## src/rtl/soc_audio_pkg.sv

```systemverilog
// Shared audio definitions: I2S receiver defaults and frame-tracking states.
package soc_audio_pkg;

  localparam int unsigned I2S_SAMPLE_WIDTH_DEFAULT = 16;

  typedef enum logic [1:0] {
    SYNC  = 2'd0,
    LEFT  = 2'd1,
    RIGHT = 2'd2
  } i2s_rx_state_e;

endpackage

```

## src/rtl/i2s_rx_sync.sv

```systemverilog
// Brings the external I2S lines into the clk domain and flags sclk rising edges.
module i2s_rx_sync (
  input  logic clk,
  input  logic arst,
  input  logic i2s_sclk,
  input  logic i2s_lrclk,
  input  logic i2s_sdata,
  output logic sclk_rise,
  output logic lrclk_s,
  output logic sdata_s
);

  // sclk_q[1:0] is the synchronizer, sclk_q[2] the delayed copy for edge detect
  logic [2:0] sclk_q, sclk_d;
  logic [1:0] lrclk_q, lrclk_d;
  logic [1:0] sdata_q, sdata_d;

  always_comb begin
    sclk_d  = {sclk_q[1:0], i2s_sclk};
    lrclk_d = {lrclk_q[0], i2s_lrclk};
    sdata_d = {sdata_q[0], i2s_sdata};
  end

  always_ff @(posedge clk) begin
    if (arst) begin
      sclk_q  <= '0;
      lrclk_q <= '0;
      sdata_q <= '0;
    end else begin
      sclk_q  <= sclk_d;
      lrclk_q <= lrclk_d;
      sdata_q <= sdata_d;
    end
  end

  assign sclk_rise = sclk_q[1] & ~sclk_q[2];
  assign lrclk_s   = lrclk_q[1];
  assign sdata_s   = sdata_q[1];

endmodule

```

## src/rtl/i2s_rx.sv

```systemverilog
// Philips I2S receiver: assembles MSB-aligned left/right words and hands the
// stereo pair to a valid/ready consumer, flagging dropped pairs as overrun.
module i2s_rx
  import soc_audio_pkg::*;
#(
  parameter int unsigned SAMPLE_WIDTH = I2S_SAMPLE_WIDTH_DEFAULT
) (
  input  logic                    clk,
  input  logic                    arst,
  input  logic                    enable,
  input  logic                    i2s_sclk,
  input  logic                    i2s_lrclk,
  input  logic                    i2s_sdata,
  output logic [SAMPLE_WIDTH-1:0] sample_l,
  output logic [SAMPLE_WIDTH-1:0] sample_r,
  output logic                    sample_valid,
  input  logic                    sample_ready,
  output logic                    overrun,
  input  logic                    overrun_clr
);

  localparam int unsigned CW = $clog2(SAMPLE_WIDTH + 1);
  localparam logic [CW-1:0] CNT_MAX = CW'(SAMPLE_WIDTH);
  localparam logic [SAMPLE_WIDTH-1:0] MSB_ONE = {1'b1, {(SAMPLE_WIDTH-1){1'b0}}};

  logic sclk_rise, lrclk_s, sdata_s;

  i2s_rx_sync u_sync (
    .clk       (clk),
    .arst      (arst),
    .i2s_sclk  (i2s_sclk),
    .i2s_lrclk (i2s_lrclk),
    .i2s_sdata (i2s_sdata),
    .sclk_rise (sclk_rise),
    .lrclk_s   (lrclk_s),
    .sdata_s   (sdata_s)
  );

  i2s_rx_state_e          state_q, state_d;
  logic [CW-1:0]           cnt_q, cnt_d;
  logic [SAMPLE_WIDTH-1:0] shift_q, shift_d;
  logic [SAMPLE_WIDTH-1:0] left_q, left_d;
  logic                    lr_prev_q, lr_prev_d;
  logic [SAMPLE_WIDTH-1:0] sample_l_q, sample_l_d;
  logic [SAMPLE_WIDTH-1:0] sample_r_q, sample_r_d;
  logic                    valid_q, valid_d;
  logic                    overrun_q, overrun_d;

  logic [SAMPLE_WIDTH-1:0] word;
  logic                    pair_done;
  logic                    overrun_set;

  always_comb begin
    state_d     = state_q;
    cnt_d       = cnt_q;
    shift_d     = shift_q;
    left_d      = left_q;
    lr_prev_d   = lr_prev_q;
    word        = shift_q;
    pair_done   = 1'b0;
    overrun_set = 1'b0;
    sample_l_d  = sample_l_q;
    sample_r_d  = sample_r_q;
    valid_d     = valid_q;

    if (sclk_rise) begin
      lr_prev_d = lrclk_s;
      // Bits land by position; once the counter saturates the mask shifts out to zero.
      if (sdata_s) begin
        word = shift_q | (MSB_ONE >> cnt_q);
      end
      shift_d = word;
      if (cnt_q != CNT_MAX) begin
        cnt_d = cnt_q + CW'(1);
      end

      unique case (state_q)
        SYNC: begin
          if (lr_prev_q && !lrclk_s) begin
            state_d = LEFT;
            shift_d = '0;
            cnt_d   = '0;
          end
        end
        LEFT: begin
          if (!lr_prev_q && lrclk_s) begin
            left_d  = word;
            state_d = RIGHT;
            shift_d = '0;
            cnt_d   = '0;
          end
        end
        RIGHT: begin
          if (lr_prev_q && !lrclk_s) begin
            pair_done = 1'b1;
            state_d   = LEFT;
            shift_d   = '0;
            cnt_d     = '0;
          end
        end
        default: state_d = SYNC;
      endcase
    end

    if (!enable) begin
      state_d   = SYNC;
      cnt_d     = '0;
      pair_done = 1'b0;
    end

    if (pair_done) begin
      if (!valid_q || sample_ready) begin
        sample_l_d = left_q;
        sample_r_d = word;
        valid_d    = 1'b1;
      end else begin
        overrun_set = 1'b1;
      end
    end else if (valid_q && sample_ready) begin
      valid_d = 1'b0;
    end

    overrun_d = overrun_set | (overrun_q & ~overrun_clr);
  end

  always_ff @(posedge clk) begin
    if (arst) begin
      state_q    <= SYNC;
      cnt_q      <= '0;
      shift_q    <= '0;
      left_q     <= '0;
      lr_prev_q  <= 1'b0;
      sample_l_q <= '0;
      sample_r_q <= '0;
      valid_q    <= 1'b0;
      overrun_q  <= 1'b0;
    end else begin
      state_q    <= state_d;
      cnt_q      <= cnt_d;
      shift_q    <= shift_d;
      left_q     <= left_d;
      lr_prev_q  <= lr_prev_d;
      sample_l_q <= sample_l_d;
      sample_r_q <= sample_r_d;
      valid_q    <= valid_d;
      overrun_q  <= overrun_d;
    end
  end

  assign sample_l     = sample_l_q;
  assign sample_r     = sample_r_q;
  assign sample_valid = valid_q;
  assign overrun      = overrun_q;

endmodule

```

## config.mk

```make
export PLATFORM = sky130hd
export DESIGN_NAME = i2s_rx
export DESIGN_NICKNAME = d
export VERILOG_FILES = /design/src/rtl/soc_audio_pkg.sv /design/src/rtl/i2s_rx_sync.sv /design/src/rtl/i2s_rx.sv
export SDC_FILE = /design/constraint.sdc
export NUM_CORES = 1
export LEC_CHECK = 0
export ABC_AREA = 1
export CAP_MARGIN = 40
export CORE_MARGIN = 10
export CORE_UTILIZATION = 50
export CTS_CLUSTER_DIAMETER = 120
export DETAILED_ROUTE_END_ITERATION = 10
export PLACE_DENSITY = 0.83
export SLEW_MARGIN = 20
export SYNTH_ARGS = -nofsm -noshare
export SYNTH_HDL_FRONTEND = slang
export SYNTH_SLANG_ARGS = --single-unit
```

## constraint.sdc

```tcl
create_clock -name clk -period 1.2 [get_ports clk]
set_input_delay 0.18 -clock clk [delete_from_list [all_inputs] [get_ports clk]]
set_output_delay 0.18 -clock clk [all_outputs]
set_load 0.005 [all_outputs]
```

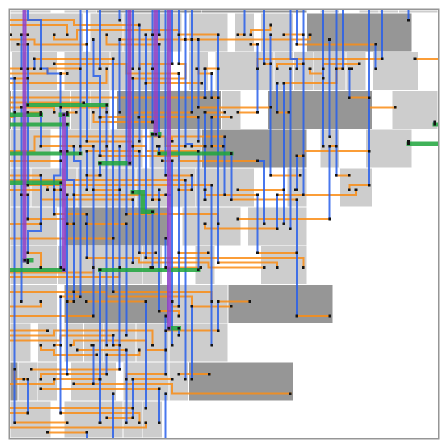
(run_1/detail.png)
Window x 62 to 92, y 11 to 41 microns. Cells in gray, sequential cells in the stronger gray; small squares are vias.
legend:
  metal 3:
    color: green
  metal 1:
    color: orange
  metal 4:
    color: purple
  metal 2:
    color: blue
cells with their middle in the window: 68
sequential cells in the window: 8
netlist names of flops here include: sample_r (5), shift_q (3)
most frequent: inv_1 (11), nand2_4 (10), dfxtp_1 (8)

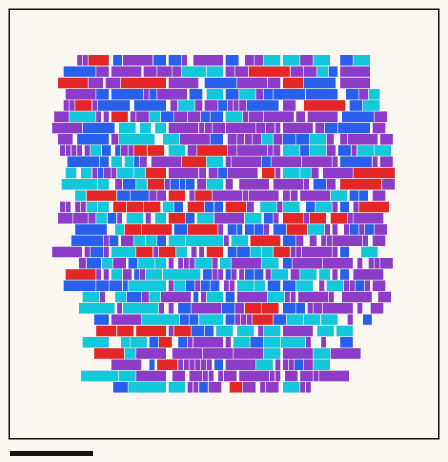
(run_1/sizes.png)
Bar = 20 microns.
legend:
  _0 and _1 cells:
    color: purple
    cells: 282
    most_used: dfxtp_1
  _3 and _4 cells:
    color: cyan
    cells: 117
    most_used: nand2_4
  _2 cells:
    color: blue
    cells: 122
    most_used: nand2_2
  _6 and larger:
    color: red
    cells: 51
    most_used: buf_6
Worst Slack Setup Final: -305 ps
area grow syn2layout: 63.0%

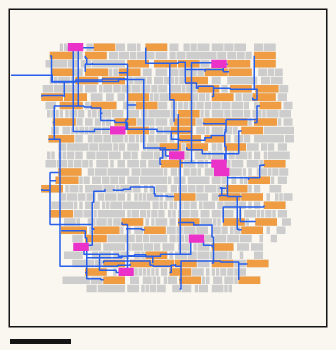
(run_1/clk_routes.png)
Bar = 20 microns.
legend:
  clock wires:
    color: blue
    length: 1,110 microns
  clock drivers:
    color: magenta
    count: 9
  flip-flops:
    color: orange
    count: 81
flops lie: widely spread
clk_skew: 12.0 ps
clk latency late pin: 380 ps

==> impl_metrics.tcl, run 1 <==
# flow metrics
set metrics [dict create \
    clkCellAreaFrac 0.0365 \
    grt_pass1_vias 3576 \
    power.density_nw_per_um2 921 \
    n_all_inverters 69 \
    clockRootBuffer "clkbuf_8" \
    vias 3919 \
    p_sw_frac 0.269 \
    edf_count 0 \
    area_leaders "dfxtp_1 (47%), nand2_1 (10%), nor2_1 (9.2%)" \
    p_sw_mw 1.40 \
    clockBufferDepth 2 \
    wirelength_microns 14800 \
    drc 0 \
    portBuffers 41 \
    clock_buffers 9 \
    synth.most_common_cell "nand2_1" \
    grt_remaining_overflow 0 \
    synth_nets 486 \
    maxCapViolCount 0 \
    setup_viol 77 \
    hp-start "i2s_sclk" \
    syn_inst 472 \
    slowest_delay_ps 450 \
    numSynthFlops 81 \
    grt_start_max_net_pins 26 \
    fin_nets 581 \
    violations "negative setup slack" \
    layout.comb_gates.multi_input 303 \
    status "finished, violations left" \
    yosys-stat-cells 472 \
    dominant_cells "combinational gates" \
    wl_per_cell_microns 22.7 \
    r2r_setup_slack_ps -310 \
    cp_data_required_time_ps 1510 \
    cts_buffers 9 \
    ir_drop_v 0.000899 \
    cp-end-kind "register" \
    seq_share 0.294 \
    drive_gt1_frac 0.507 \
    viasPerCell 6.01 \
    cp-start-kind "register" \
    holdPathStages 3 \
    grt_usage 0.204 \
    hold_class "in2reg" \
    drt_iter0_drc 474 \
    synthArstFlopShare 0 \
    placed_cells 603 \
    regArea_sq_um 1660 \
    flop_cell "dfxtp_1" \
    worstPathCellList "inv_2 > nor2_8 > nand2_2 > o21ai_2 > nor2b_1" \
    pwr-share-seq 0.520 \
    r2r_start "cnt_q[3]$_SDFFE_PP0P_" \
    cp_slowest_cell "dfxtp_2" \
    fin_crit_sh 1.25 \
    tns_ps -14390 \
    top_cell_area_share 0.468 \
    setup_ws_ps -305 \
    p_total_mw 5.21 \
    post_dp_cell_area_sq_um 4090 \
    synth.cell_area_sq_um 3470 \
    yosysChipArea_sq_um 3470 \
    htreeDepth 3 \
    holdPathEnd "u_sync.sclk_q[0]$_SDFF_PP0_" \
    worst_r2r_path_depth 5 \
    fmax_mhz 664 \
    cts_tree "yes" \
    cts_setup_buffers 19 \
    nWellTaps 80 \
    io_pins 42 \
    antenna_left 0 \
    mi_logic_area_sq_um 2340 \
    timing.final.crit_period_ps 1510 \
    clkSinkCount 81 \
    nFlopsAndLatches 81 \
    reg2reg_to "shift_q[1]$_SDFFE_PP0P_" \
]
==> run 1: power groups by stage <==
| stage | Combinational [mW] | Sequential [mW] | Clock [mW] |
|---|---|---|---|
| 2_1_floorplan | 0.104 | 2.77 | 0 |
| 4_1_cts | 0.231 | 2.71 | 2.11 |
| 5_1_grt | 0.311 | 2.71 | 2.29 |
| 3_3_place_gp | 0.167 | 2.77 | 0 |
| 3_5_place_dp | 0.171 | 2.77 | 0 |
| 6_report | 0.297 | 2.71 | 2.20 |
==> run 1: kinds of logic after synthesis <==
family                     after synthesis  synth area share
DFF                                     81             0.468
buffers and inverters                   89             0.109
xor gates and xnor gates                 2           0.00505
and+or+nand+nor                        233             0.301
adders and majority gates                6            0.0217
AOI/OAI and AO/OA                       61            0.0960
==> run 1: layer usage <==
metal / global-route usage / vias to the layer above / routed length (microns)
met3: 0.0419 / 127 / 1370
met5: 0 / - / 0
li1: - / 1649 / -
met1: 0.211 / 1824 / 4990
met2: 0.380 / 319 / 7170
met4: 0.102 / 0 / 1290
==> run 1: worst max-delay path, delay by kind of cell, from the launching register on <==
family	cells	cell delay (ps)
AND/OR/NAND/NOR	3	590
flip-flops	1	450
AND-OR/OR-AND	1	270
buffers and inverters	1	120
==> run 1: cells in the final DEF, fill, tap and decap left out, types with 9 or more instances in the layout <==
master / netlist / final
buf_4: 3 / 33
inv_1: 62 / 52
clkbuf_8: 0 / 9
o21ai_1: 13 / 12
nand2_2: 11 / 37
a21oi_2: 0 / 21
nor2_1: 85 / 43
o21ai_2: 7 / 12
nand4_1: 17 / 17
nor2_4: 2 / 29
nor2_2: 1 / 16
nand2_4: 1 / 34
nand2_1: 95 / 34
buf_6: 3 / 20
dfxtp_1: 81 / 59
dfxtp_2: 0 / 18
dlygate4sd2_1: 0 / 33
inv_2: 5 / 10
==> run 1 -> run 2 <==
ABC_CLOCK_PERIOD_IN_PS = 1200   (was default)
==> run 2 against run 1 <==
The run still ends with negative setup slack left. Cell area stayed put. Die size stayed put. Power unchanged. Clock skew unchanged. Critical path type unchanged. Sequential power about the same. First-iteration DRC count unchanged. Via count stayed put. Largest cell class unchanged.
==> impl_metrics.tcl, run 2 <==
# flow metrics
set metrics [dict create \
    path_class "reg2reg" \
    muxShareOfSynthArea 0 \
    grt_pass1_wl_microns 16800 \
    syn_area_per_cell_sq_um 7.35 \
    rsz0062_at_grt "true" \
    clock_latency_ps 380 \
    synth.distinct_cells 28 \
    cts_buffers 9 \
    antenna_left 0 \
    drv_slew 0 \
    wl_per_cell_microns 22.7 \
    maxCapViolCount 0 \
    hpwl_microns 5730 \
    lay_top_count "dfxtp_1" \
    die_height_microns 103 \
    r2r_start "cnt_q[3]$_SDFFE_PP0P_" \
    clk_pin_slew_worst_paths_ps 90 \
    yosys-stat-cells 472 \
    drc 0 \
    synth_nets 486 \
    cts_tree "yes" \
    post_dp_cell_area_sq_um 4090 \
    cp-end-kind "register" \
    placed_cells 603 \
    antenna_found_initial 0 \
    finalWeightedCongestion 0.906 \
    critPathArrivalTime_ps 1810 \
    status "finished, violations left" \
    grt_usage 0.204 \
    top_cells_by_count "nand2_1 (95), nor2_1 (85), dfxtp_1 (81), inv_1 (62), a21oi_1 (27)" \
    top_logic_kind "simple AND/OR/NAND/NOR gates" \
    syn_inst 472 \
    wirelength_microns 14800 \
    syn_to_final_growth_pct 63.0 \
    synth.cell_area_sq_um 3470 \
    numSynthFlops 81 \
    vias 3919 \
    aoi_share 0.0960 \
    relSlewSlack 0.743 \
    drive_gt1_frac 0.507 \
    fmax_mhz 664 \
    edf_count 0 \
    io_pins 42 \
    tool_warnings 32 \
    flop_cell "dfxtp_1" \
    portBuffers 41 \
    grt_pass1_vias 3576 \
    first_pass_iters 6 \
    yosysChipArea_sq_um 3470 \
    lay_top_cells "dfxtp_1 (59), inv_1 (52), nor2_1 (43)" \
    clockBufferDepth 2 \
    xor_area_frac 0.00505 \
    initial_core_util 0.513 \
    setup_ws_ps -305 \
    hp-start "i2s_sclk" \
    top_cell_area_share 0.468 \
    crit_start "cnt_q[3]$_SDFFE_PP0P_" \
    drt_iter0_drc 474 \
    hold_class "in2reg" \
    p_total_mw 5.21 \
    clockRootBuffer "clkbuf_8" \
    antenna_cells 0 \
    ys.warnings.count 0 \
    synth.most_common_cell "nand2_1" \
    fillers 314 \
    rows 30 \
    die-area_sq_um 10700 \
    tns_ps -14390 \
    area_leaders "dfxtp_1 (47%), nand2_1 (10%), nor2_1 (9.2%)" \
    fin_nets 581 \
    power.density_nw_per_um2 921 \
    postSynthSeqShare 0.468 \
    hold_ws_ps 312 \
    ir_drop_v 0.000899 \
    grt_remaining_overflow 0 \
    yosysTopAreaCell "dfxtp_1" \
    coreArea_sq_um 6760 \
    cp_data_required_time_ps 1510 \
    finalHoldViolCount 0 \
    critical_path_peak_fanout 7 \
    viasPerCell 6.01 \
    cp-start-kind "register" \
    setup_viol 77 \
    clkSinkCount 81 \
    synthArstFlopShare 0 \
    finalClockSkew_ps 12.0 \
    htreeDepth 3 \
    ctsHoldBuffers 0 \
    violations "negative setup slack" \
    fin_crit_sh 1.25 \
    synthAdderAreaFrac 0.0217 \
    timing.final.crit_period_ps 1510 \
    die_x_microns 103 \
    tightestPinTransition_ps 386 \
    leakagePower_nw 2.55 \
    synthSimpleGateAreaFrac 0.301 \
    fin_cells 652 \
    grt_start_max_net_pins 26 \
]
## run 2: layout make-up
class	count	area, sq um	share of cell area
multi-input combinational	303	2340	0.415
sequential	81	1660	0.294
timing repair buffer	103	1050	0.186
inverter	68	282	0.0498
clock buffer	9	124	0.0219
tap	80	100	0.0177
clock inverter	7	82.6	0.0146
timing repair inverter	1	8.76	0.00155
## run 2: cell families after synthesis
logic type / Yosys count
compound gates: 61
buf+inv: 89
flops: 81
simple gates: 233
xor+xnor: 2
fa+ha+maj: 6
## run 2: path summary, 6_finish.rpt
check / slack [ps] / cells past startpoint / endpoint
hold reg to reg: 390 / 2 / u_sync.lrclk_q[1]$_SDFF_PP0_
setup reg to reg: -310 / 5 / shift_q[1]$_SDFFE_PP0P_
hold / removal: 310 / 3 / u_sync.sclk_q[0]$_SDFF_PP0_
setup / recovery: -310 / 5 / shift_q[1]$_SDFFE_PP0P_
## run 2: critical path, cell delays in order (launching register included)
cell and delay [ps]:
dfxtp_2 450, inv_2 120, nor2_8 260, nand2_2 110
o21ai_2 270, nor2b_1 220
## run 2: through the flow
step                      utilization  setup slack, ps
after CTS                       0.751             -178
after global routing            0.836             -336
after floorplan                     -             2.70
final                           0.836             -305
after detailed placement        0.606             -354
after global placement          0.606             -287
## run 2: timing repair
item,4_1_cts,5_1_grt
cloned,7,1
setup endpoints to repair,103,81
gates resized,185,168
pin swaps,43,64
buffers inserted,19,13
## run 2: metal layers
layer  global-route usage  routed length [microns]  vias up
met3               0.0419                     1370      127
li1                     -                        -     1649
met4                0.102                     1290        0
met2                0.380                     7170      319
met1                0.211                     4990     1824
met5                    0                        0        -
## run 2: power breakdown
part,leakage (nW),switching (mW),internal [mW]
sequential,0.666,0.0153,2.69
combinational,1.78,0.185,0.112
clock,0.0988,1.20,0.998
total,2.55,1.40,3.80
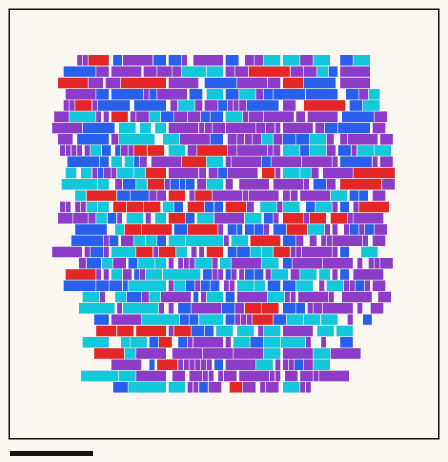
(run_2/sizes.png)
Bar = 20 microns.
legend:
  _3 and _4 cells:
    color: cyan
    cells: 117
    most_used: nand2_4
  _2 cells:
    color: blue
    cells: 122
    most_used: nand2_2
  _0 and _1 cells:
    color: purple
    cells: 282
    most_used: dfxtp_1
  _6 and larger:
    color: red
    cells: 51
    most_used: buf_6
Non-CTS buffers: 103
Design Area, Final: 5650 sq um

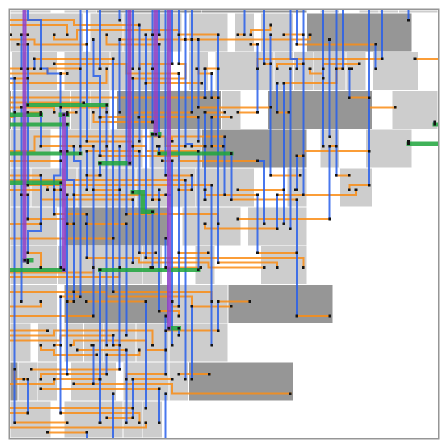
(run_2/detail.png)
Window x 62 to 92, y 11 to 41 microns. Cells in gray, sequential cells in the stronger gray; small squares are vias.
legend:
  metal 3:
    color: green
  metal 1:
    color: orange
  metal 4:
    color: purple
  metal 2:
    color: blue
most frequent: inv_1 (11), nand2_4 (10), dfxtp_1 (8)
cells with their middle in the window: 68
sequential cells in the window: 8
netlist names of flops here include: sample_r (5), shift_q (3)

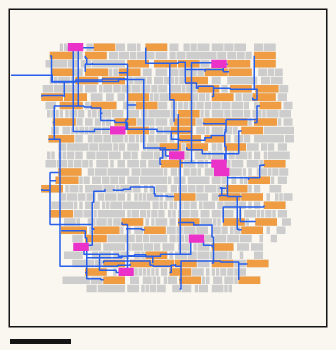
(run_2/clk_routes.png)
Bar = 20 microns.
legend:
  flip-flops:
    color: orange
    count: 81
  clock drivers:
    color: magenta
    count: 9
  clock wires:
    color: blue
    length: 1,110 microns
routed clock nets: 10
clk pwr: 2.20 mW
Clk pwr share: 0.423

Power is estimated from default activity; no workload was simulated.
